==> config.mk <==
export PLATFORM = sky130hd
export DESIGN_NAME = sat_counter
export DESIGN_NICKNAME = d
export VERILOG_FILES = /design/src/rtl/sat_counter.sv
export SDC_FILE = /design/constraint.sdc
export NUM_CORES = 1
export LEC_CHECK = 0
export CAP_MARGIN = 10
export CORE_MARGIN = 1.5
export CORE_UTILIZATION = 50
export DETAILED_ROUTE_END_ITERATION = 16
export PLACE_DENSITY = 0.89
export SKIP_CTS_REPAIR_TIMING = 1
export SYNTH_ARGS = -nofsm -noshare
export SYNTH_HDL_FRONTEND = slang
export SYNTH_SLANG_ARGS = --single-unit
==> constraint.sdc <==
create_clock -name clk -period 3.22 [get_ports clk]
set_input_delay 0.644 -clock clk [delete_from_list [all_inputs] [get_ports clk]]
set_output_delay 0.644 -clock clk [all_outputs]
set_load 0.05 [all_outputs]
==> src/rtl/sat_counter.sv <==
// sat_counter: up-counter with synchronous clear that sticks at all-ones.
module sat_counter #(
    parameter int W = 16
) (
    input  logic         clk,
    input  logic         rst,
    input  logic         clr_i,
    input  logic         inc_i,
    output logic [W-1:0] cnt_o
);
    logic [W-1:0] cnt_q, cnt_d;

    always_comb cnt_d = clr_i ? '0 : (inc_i && !(&cnt_q)) ? cnt_q + 1'b1 : cnt_q;

    always_ff @(posedge clk or posedge rst)
        if (rst) cnt_q <= '0;
        else     cnt_q <= cnt_d;

    assign cnt_o = cnt_q;
endmodule

==> impl_metrics.toml <==
# flow metrics
[timing]
min_period_over_period_pct = 71.7
layout_setup_ws_ns = 0.911
worst_slew_pin_slew_ns = 0.668
period_minus_slack_ns = 2.31
skew_ns = 0.00188
fmax_ghz = 0.433
final-max-slew-violation-count = 0

[setup_path]
critical-path-top-delay-family = "simple AND/OR/NAND/NOR gates"
cpPeakStageDelay_ns = 0.56
arrival_ns = 2.49
cp_slowest_cell = "clkdlybuf4s50_1"
crit_path_max_fanout = 7
critical_path.endpoint_type = "register"
startpoint_type = "primary input"
worstPathCellList = "clkdlybuf4s50_1 > nand3_1 > or3_1 > a2111oi_4 > mux2_1"

[run]
maxCapViolations = 0

[synthesis]
adder_share_pct = 1.36
mux_area_share_pct = 4.64
ys.flops = 16
ys_sh_xor_pct = 2.86
enable_flop_cells = 0
yosys_cells = 97
ys_area_um2 = 917
ys.flop_type = "dfrtp_1"
top_area_share_pct = 43.7
yosysWarnings = 0
synth_top_cell_by_area = "dfrtp_1"
ys_sh_aoi_pct = 16.5
synthesis.nets = 102
synthesis.area_um2 = 917
yosys-dominant-comb-family = "simple AND/OR/NAND/NOR gates"
top_cell = "dfrtp_1"

[finish]
nNetsFinal = 123
seq_area_share_pct = 34.9
final_core_util_pct = 66.5
n_all_inverters = 2
comb_area_um2 = 497
buffers_excl_clock = 19
fin_area_um2 = 1150
largest_reg_flops = 16
comb_cells = 76
fillers = 153
nFlopsAndLatches = 16
comb_share_pct = 43.2

[placement]
numPortBuffers = 19
dpl.cell_count = 138
place_ws_ns = 0.616
routabilityCongestion = 0.771
place_hpwl_um = 1390

[power_and_ir_drop]
power.switching_uw = 86.8
combPwrFrac_pct = 10.0
pwr-share-clk_pct = 30.0
ir_drop_uv = 283
pg_clk_uw = 104
p_leak_uw = 0.000444
power_leader = "registers"
p_sw_share_pct = 25.2

[floorplan]
die_x_um = 45.8
rows = 15
dieArea_um2 = 2100
tap-cell-count = 25

[routing]
wirelength_met1_um = 882
dr.pass1.iters = 4
vias_per_cell = 5.94
ant_nets = 0
top_layer = "met4"
drt_iter0_markers = 24

[hold_path]
hold_path_class = "register to register"

[global_route]
antenna_found_initial = 0
grt_overflow = 0

[run_status]
status = "completed"

[cts]
clock_sinks = 16
htree_levels = 1
[layout by cell type (no fill, tap or decap), drive strengths merged, types with 3 or more instances in the layout]
cell type       n
clkbuf          3
nor2           13
dfrtp          16
a21oi           8
o31ai           5
nand2           6
clkdlybuf4s50  19
nand4           5
nor2b           3
nor3            4
or3             5
nand3           5
[final timing paths]
check,start,endpoint,slack (ns),depth (start not counted)
hold / removal,cnt_o[14],cnt_o[14],0.62,2
min in group asynchronous,rst,cnt_o[1],0.72,2
setup / recovery,inc_i,cnt_o[15],0.91,5
max in group asynchronous,rst,cnt_o[4],2.11,2
setup reg to reg,cnt_o[0],cnt_o[14],1.08,5
hold reg to reg,cnt_o[14],cnt_o[14],0.62,2
**Metal 1**

Supply wires on this layer in gray.
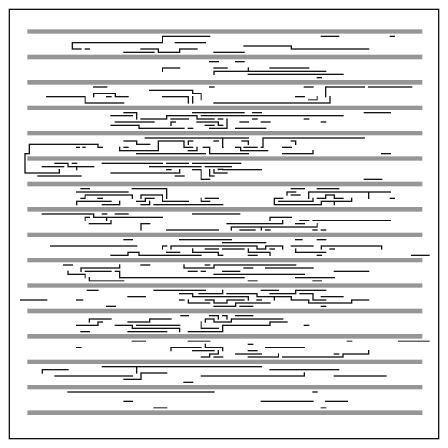
The longest straight run is 17.0 um. The layer holds 45% of the routed length. The layer carries 883 um of wire.
total routed wirelength: 1970 um
Global Route met1 Usage: 27.2%
DR vias: 837

**Metal 2**

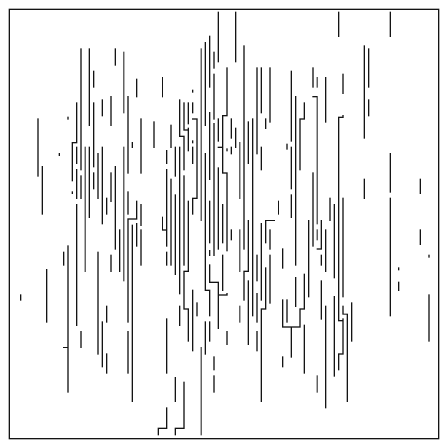
107 nets have wire on it. The wires run mostly vertical. The layer holds 49% of the routed length. The layer carries 966 um of wire.
met2 usage: 35.8%

**Met3 routing**

Bar = 10 um. Cells faint in the background.
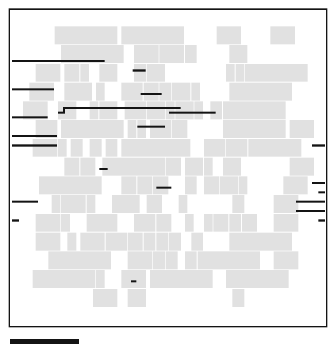
The layer carries 88.3 um of wire. The wires run mostly horizontal. 20 nets have wire on it.
met3 Track Usage GR: 1.59%

Power and IR drop assume default switching activity.
